==> config.mk <==
export PLATFORM = sky130hd
export DESIGN_NAME = dyn_branch_predictor
export DESIGN_NICKNAME = d
export VERILOG_FILES = /design/src/rtl/dyn_branch_predictor.sv
export SDC_FILE = /design/constraint.sdc
export NUM_CORES = 1
export LEC_CHECK = 0
export CORE_MARGIN = 1.5
export CORE_UTILIZATION = 45
export CTS_CLUSTER_DIAMETER = 200
export DETAILED_ROUTE_END_ITERATION = 12
export PLACE_DENSITY = 0.62
export SYNTH_ARGS = -nofsm -noshare
export SYNTH_HDL_FRONTEND = slang
export SYNTH_SLANG_ARGS = --single-unit
export TNS_END_PERCENT = 50
==> constraint.sdc <==
create_clock -name clk -period 4.3 [get_ports clk]
set_clock_uncertainty 0.2 [all_clocks]
set_input_delay 0.43 -clock clk [delete_from_list [all_inputs] [get_ports clk]]
set_output_delay 0.43 -clock clk [all_outputs]
set_load 0.03 [all_outputs]
==> src/rtl/dyn_branch_predictor.sv <==
// Dynamic branch predictor: direct-mapped BTB plus a PHT of saturating counters,
// indexed bimodally or gshare-style, with resolve-time training and statistics.
module dyn_branch_predictor #(
    parameter int ENTRIES = 16,
    parameter int CTR_W   = 2,
    parameter int MODE    = 0,
    localparam int IDX_W  = $clog2(ENTRIES)
) (
    input  logic             clk,
    input  logic             rst_n,
    input  logic [15:0]      fetch_pc,
    output logic             pred_taken,
    output logic [15:0]      pred_target,
    output logic [IDX_W-1:0] pred_ghr,
    input  logic             stall,
    input  logic             resolve_valid,
    input  logic [15:0]      resolve_pc,
    input  logic             resolve_cond,
    input  logic             resolve_taken,
    input  logic [15:0]      resolve_target,
    input  logic             resolve_pred_taken,
    input  logic [15:0]      resolve_pred_target,
    input  logic [IDX_W-1:0] resolve_ghr,
    output logic             mispredict,
    output logic [15:0]      redirect_pc,
    output logic [15:0]      mispredict_count,
    output logic [15:0]      branch_count
);

    localparam int TAG_W = 15 - IDX_W;
    localparam logic [CTR_W-1:0] CTR_WEAK_T  = {1'b1, {(CTR_W-1){1'b0}}};
    localparam logic [CTR_W-1:0] CTR_WEAK_NT = {1'b0, {(CTR_W-1){1'b1}}};
    localparam logic [CTR_W-1:0] CTR_MAX     = {CTR_W{1'b1}};
    localparam logic [CTR_W-1:0] CTR_ONE     = {{(CTR_W-1){1'b0}}, 1'b1};

    logic [ENTRIES-1:0]            btb_valid;
    logic [TAG_W-1:0]              btb_tag    [ENTRIES];
    logic [15:0]                   btb_target [ENTRIES];
    logic                          btb_uncond [ENTRIES];
    logic [ENTRIES-1:0][CTR_W-1:0] pht;
    logic [IDX_W-1:0]              ghr;

    logic [IDX_W-1:0] f_idx, f_pidx, r_idx, r_pidx;
    logic [TAG_W-1:0] f_tag, r_tag;
    logic             f_hit, r_hit, do_update;
    logic             unused_bits;

    assign unused_bits = fetch_pc[0] ^ resolve_pc[0] ^ resolve_ghr[IDX_W-1];

    assign f_idx  = fetch_pc[IDX_W:1];
    assign f_tag  = fetch_pc[15:IDX_W+1];
    assign f_pidx = (MODE == 1) ? (f_idx ^ ghr) : f_idx;
    assign f_hit  = btb_valid[f_idx] && (btb_tag[f_idx] == f_tag);

    assign pred_taken  = f_hit && (btb_uncond[f_idx] || pht[f_pidx][CTR_W-1]);
    assign pred_target = pred_taken ? btb_target[f_idx] : (fetch_pc + 16'd2);
    assign pred_ghr    = (MODE == 1) ? ghr : '0;

    // Training uses the GHR snapshot that travelled with the branch, not the live GHR.
    assign do_update = resolve_valid && !stall;
    assign r_idx     = resolve_pc[IDX_W:1];
    assign r_tag     = resolve_pc[15:IDX_W+1];
    assign r_pidx    = (MODE == 1) ? (r_idx ^ resolve_ghr) : r_idx;
    assign r_hit     = btb_valid[r_idx] && (btb_tag[r_idx] == r_tag);

    assign mispredict = do_update &&
                        ((resolve_taken != resolve_pred_taken) ||
                         (resolve_taken && (resolve_target != resolve_pred_target)));
    assign redirect_pc = resolve_taken ? resolve_target : (resolve_pc + 16'd2);

    // Payload storage is never reset; the valid bits alone decide whether it is used.
    always_ff @(posedge clk) begin
        if (rst_n && do_update && (!resolve_cond || resolve_taken)) begin
            btb_target[r_idx] <= resolve_target;
            if (!resolve_cond || !r_hit) begin
                btb_tag[r_idx]    <= r_tag;
                btb_uncond[r_idx] <= !resolve_cond;
            end
        end
    end

    always_ff @(posedge clk or negedge rst_n) begin
        if (!rst_n) begin
            btb_valid        <= '0;
            pht              <= {ENTRIES{CTR_WEAK_NT}};
            ghr              <= '0;
            branch_count     <= '0;
            mispredict_count <= '0;
        end else if (do_update) begin
            if (!resolve_cond) begin
                btb_valid[r_idx] <= 1'b1;
            end else begin
                ghr <= {resolve_ghr[IDX_W-2:0], resolve_taken};
                if (resolve_taken) begin
                    btb_valid[r_idx] <= 1'b1;
                    if (!r_hit)
                        pht[r_pidx] <= CTR_WEAK_T;
                    else if (pht[r_pidx] != CTR_MAX)
                        pht[r_pidx] <= pht[r_pidx] + CTR_ONE;
                end else if (r_hit && (pht[r_pidx] != '0)) begin
                    pht[r_pidx] <= pht[r_pidx] - CTR_ONE;
                end
            end
            if (branch_count != 16'hFFFF)
                branch_count <= branch_count + 16'd1;
            if (mispredict && (mispredict_count != 16'hFFFF))
                mispredict_count <= mispredict_count + 16'd1;
        end
    end

endmodule

Figure 1. Sizing map (run 1).
The bar under the picture is 50 um long.
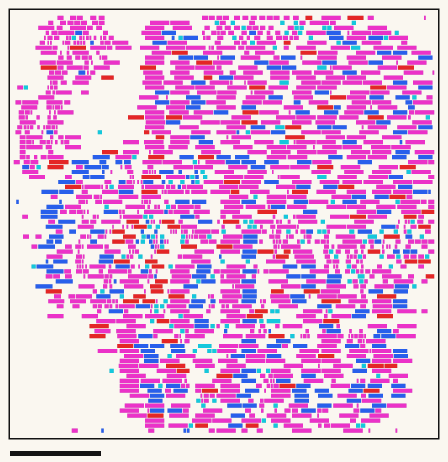
Key: magenta = x1 and smaller [cells 1125, share 69%, most used edfxtp_1]; cyan = x3 and x4 [cells 141, share 8.6%, most used buf_4]; blue = x2 [cells 273, share 17%, most used mux4_2]; red = x6 and larger [cells 101, share 6.2%, most used clkbuf_16]

Figure 2. Register map, names as in the netlist (run 1).
Other sequential cells in the stronger gray, the rest of the logic in the fainter gray.
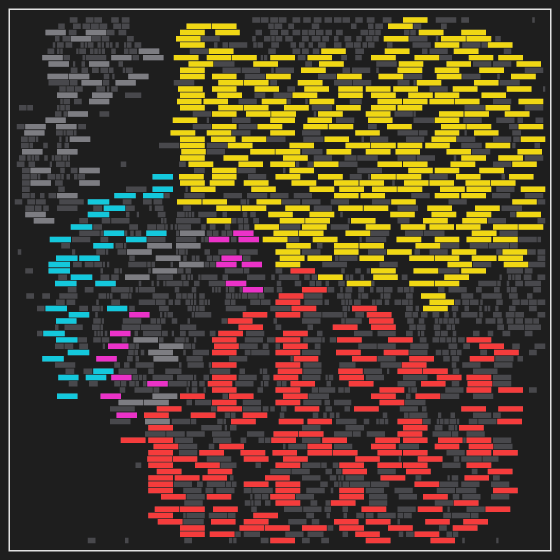
Key: cyan = `pht` [placed flops 32, where middle left]; red = `btb_tag` [placed flops 176]; yellow = `btb_target` [placed flops 256]; magenta = `btb_valid` [placed flops 16]

==> flow_metrics.env, run 1 <==
# implementation run metrics
export IMPL_status="finished clean"
export IMPL_p_leak_nw=9.87
export IMPL_final_util=0.552
export IMPL_synthToLayoutAreaGrowth_pct=20.8
export IMPL_die_w_um=234
export IMPL_clock_sinks=528
export IMPL_lay_top_count="edfxtp_1"
export IMPL_antenna_found_initial=0
export IMPL_maxCapViolCount=0
export IMPL_comb_cells=726
export IMPL_slew_headroom=0.346
export IMPL_ff2ff_path_depth=9
export IMPL_powerComb_mw=1.42
export IMPL_startpoint_type="flop"
export IMPL_tap_cells=688
export IMPL_first_global_vias=14100
export IMPL_seq_cell_count=528
export IMPL_ys_warn_count=0
export IMPL_topCellsByArea="edfxtp_1, mux4_2, dfrtp_1"
export IMPL_worstMarginPinSlew_ns=0.979
export IMPL_fp_row_count=84
export IMPL_synth_distinct_cells=58
export IMPL_power_frac_seq=0.484
export IMPL_core_area_sq_um=52700
export IMPL_dp_cells=2226
export IMPL_die_h_um=234
export IMPL_final_area_sq_um=29000
export IMPL_yosys_stat_seqShare=0.643
export IMPL_fmax_mhz=239
export IMPL_synth_cells=1347
export IMPL_cp_max_fo=8
export IMPL_lay_top_cells="edfxtp_1, mux4_2, buf_4"
export IMPL_dp_hpwl_um=42600
export IMPL_clock_area_frac=0.0625
export IMPL_p_sw_frac=0.240
export IMPL_drive_above_1_share=0.314
export IMPL_cts_tree="built"
export IMPL_yosys_cells=1347
export IMPL_cts_setup_buffers=0
export IMPL_ys_flops=528
export IMPL_seq_area_frac=0.533
export IMPL_seqCellArea_sq_um=15500
export IMPL_ys_sh_adder=0.00468
export IMPL_fin_setup_tns_ns=0
export IMPL_grt_max_degree=58
export IMPL_gp_congestion=0.832
export IMPL_cp_startpoint="btb_tag[11][9]$_DFFE_PP_"
export IMPL_drtIter0Drc=1621
export IMPL_clkTransAtPathRegs_ns=0.06
export IMPL_dr_pass1_iters=5
export IMPL_power_density_nw_per_um2=415
export IMPL_ys_chip_area_sq_um=24000
export IMPL_port_buffers=136
export IMPL_synth_compound_area_share=0.0315
export IMPL_chipArea_sq_um=54800
export IMPL_largest_reg_flops=256
export IMPL_nClkBuffers=71
export IMPL_top_area_cell="edfxtp_1"
export IMPL_fin_crit_ns=4.18
export IMPL_rsz0062_at_grt="no"
export IMPL_cts_inserted_buffers=54
export IMPL_cp_slowest_cell="mux4_2"
export IMPL_clockBufferDepth=3
export IMPL_flop_cell="edfxtp_1"
export IMPL_track_usage=0.245
export IMPL_peakVddDrop_mv=0.335
export IMPL_period_used=0.972
export IMPL_crit_path_end_kind="output pin"
export IMPL_seq_power_mw=5.83
export IMPL_drv_slew=0
export IMPL_antenna_left=0
export IMPL_syn_area_sq_um=24000
export IMPL_fp_util=0.457
export IMPL_place_area_sq_um=27200
export IMPL_cp_required_ns=3.67
export IMPL_warning_count=34
export IMPL_p_sw_mw=2.89
export IMPL_wl_per_cell_um=28.4
export IMPL_crit_path_max_incr_delay_ns=0.52
export IMPL_edf_count=448
export IMPL_cp_arrival_ns=3.55
export IMPL_hold_path_class="in2async"
export IMPL_hold_viol=0
export IMPL_drc=0
export IMPL_grt_pass1_wl_um=95300
export IMPL_power_clock_fraction=0.398
Figure 3. Signal wires on met4 (run 1).
Supply wires on this layer in gray.
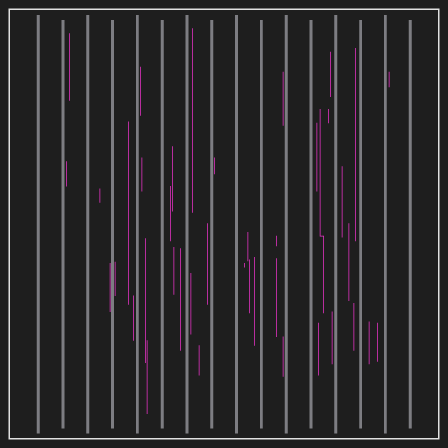
The layer holds 2.2% of the routed length. 24 nets have wire on it. The layer carries 1430 um of wire.

-- run 1: worst reg2reg max path: stages, from the launching register on --
cell,delay (ns)
edfxtp_1,0.40
mux4_2,0.47
mux2i_1,0.19
xnor2_1,0.10
o32a_1,0.41
nor4_4,0.44
nand4_2,0.13
buf_4,0.22
o32ai_2,0.39
mux2_1,0.36
-- run 1: per-layer routing --
layer | GRT usage | part of all wire
met1 | 0.356 | 0.41
met2 | 0.383 | 0.47
met3 | 0.0445 | 0.092
met4 | 0.0649 | 0.022
met5 | 0 | 0
-- run 1: what timing repair did --
item,4_1_cts,5_1_grt
endpoints found under the hold margin,23,0
setup endpoints to repair,9,15
hold buffers,1,0
cloned,0,1
pin swaps,0,3
resized,5,9
Figure 4. Clock distribution (run 1).
The bar under the picture is 50 um long.
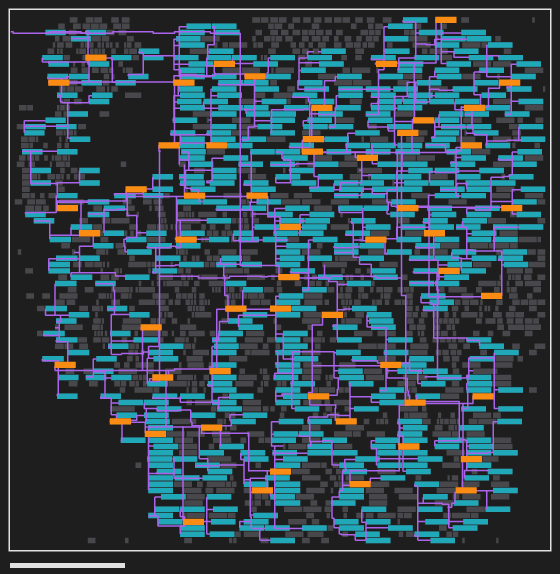

==> inputs of run 2 (changes only) <==
- CORE_ASPECT_RATIO: default -> 1.4
Figure 5. Clock distribution (run 2).
The bar under the picture is 50 um long.
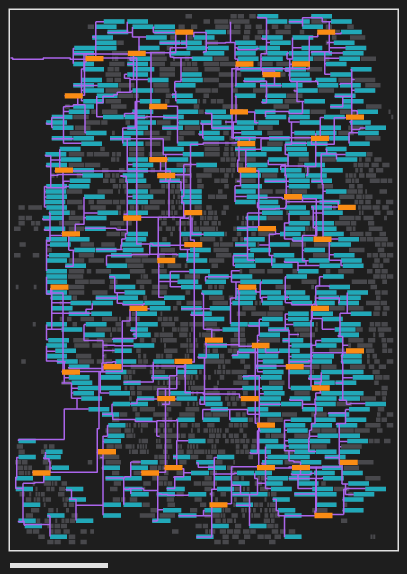
Key: cyan = flip-flops [count 528]; orange = clock-net drivers [count 50]; purple = clock wires [length 6130 um]
Position of the flops: all over the die.

==> flow_metrics.env, run 2 <==
# implementation run metrics
export IMPL_status="finished clean"
export IMPL_cp_slowest_cell="mux4_2"
export IMPL_gp_congestion=0.837
export IMPL_ys_warn_count=0
export IMPL_grt_util_met1=0.317
export IMPL_grt_pass1_wl_um=97400
export IMPL_synthToLayoutAreaGrowth_pct=21.0
export IMPL_grt_use_met2=0.431
export IMPL_hold_viol=0
export IMPL_cts_setup_buffers=0
export IMPL_edf_count=448
export IMPL_first_global_vias=14400
export IMPL_drv_slew=0
export IMPL_syn_area_sq_um=24000
export IMPL_top_area_cell="edfxtp_1"
export IMPL_cp_required_ns=3.67
export IMPL_slew_headroom=0.362
export IMPL_chipArea_sq_um=54900
export IMPL_clock_sinks=528
export IMPL_dp_hpwl_um=44400
export IMPL_final_area_sq_um=29100
export IMPL_drc=0
export IMPL_drtIter0Drc=1096
export IMPL_power_clock_fraction=0.397
export IMPL_port_buffers=136
export IMPL_largest_reg_flops=256
export IMPL_crit_path_max_incr_delay_ns=0.56
export IMPL_cts_resized=22
export IMPL_cts_tree="built"
export IMPL_highest_layer="met4"
export IMPL_nClkBuffers=61
export IMPL_crit_path_end_kind="output pin"
export IMPL_maxCapViolCount=0
export IMPL_cp_startpoint="btb_tag[12][5]$_DFFE_PP_"
export IMPL_wl_met3_um=3760
export IMPL_seq_power_mw=5.83
export IMPL_yosys_stat_seqShare=0.643
export IMPL_lay_top_cells="edfxtp_1, mux4_2, buf_4"
export IMPL_rsz0062_at_grt="no"
export IMPL_wirelength_met1_um=25500
export IMPL_core_area_sq_um=52900
export IMPL_seqCellArea_sq_um=15500
export IMPL_track_usage=0.248
export IMPL_cts_inserted_buffers=50
export IMPL_use_met3=0.0312
export IMPL_seq_cell_count=528
export IMPL_die_h_um=277
export IMPL_ys_chip_area_sq_um=24000
export IMPL_ff2ff_path_depth=10
export IMPL_seq_area_frac=0.532
export IMPL_antenna_left=0
export IMPL_clock_area_frac=0.0611
export IMPL_flop_cell="edfxtp_1"
export IMPL_fmax_mhz=237
export IMPL_startpoint_type="flop"
export IMPL_hold_path_class="in2async"
export IMPL_ys_flops=528
export IMPL_tap_cells=714
export IMPL_topCellsByArea="edfxtp_1, mux4_2, dfrtp_1"
export IMPL_lay_top_count="edfxtp_1"
export IMPL_yosys_cells=1347
export IMPL_p_sw_frac=0.235
export IMPL_cp_max_fo=10
export IMPL_synth_cells=1347
export IMPL_dr_wl_met2_um=34200
export IMPL_fin_crit_ns=4.22
export IMPL_dp_cells=2253
export IMPL_wl_per_cell_um=28.1
export IMPL_worstMarginPinSlew_ns=0.957
export IMPL_hold_buffers=1
export IMPL_synth_distinct_cells=58
export IMPL_vias=13800
export IMPL_period_used=0.982
export IMPL_fp_util=0.454
export IMPL_warning_count=34
export IMPL_die_w_um=198
export IMPL_clkTransAtPathRegs_ns=0.06
export IMPL_dr_pass1_iters=5
export IMPL_powerComb_mw=1.42
export IMPL_cp_arrival_ns=3.59
export IMPL_drive_above_1_share=0.313
export IMPL_peakVddDrop_mv=0.297
[run 2: worst max path at each step]
stage                           end  slack (ns)  cells after the start
floorplan           pred_target[11]        0.27                      8
global route         pred_target[3]        0.01                      8
CTS                  pred_target[9]        0.01                      8
global placement    pred_target[12]       -0.10                     11
finish               pred_target[3]        0.08                      8
detailed placement  pred_target[12]       -0.11                     10
[run 2: cells by family after synthesis]
group | count (synthesis) | synth area share
AND-OR/OR-AND | 104 | 0.0315
XOR/XNOR | 92 | 0.0335
adder cells (fa/ha/maj) | 9 | 0.00468
buffers and inverters | 96 | 0.0199
flip-flops | 528 | 0.643
multiplexers | 268 | 0.217
other | 1 | 0.000156
AND/OR/NAND/NOR | 249 | 0.0499
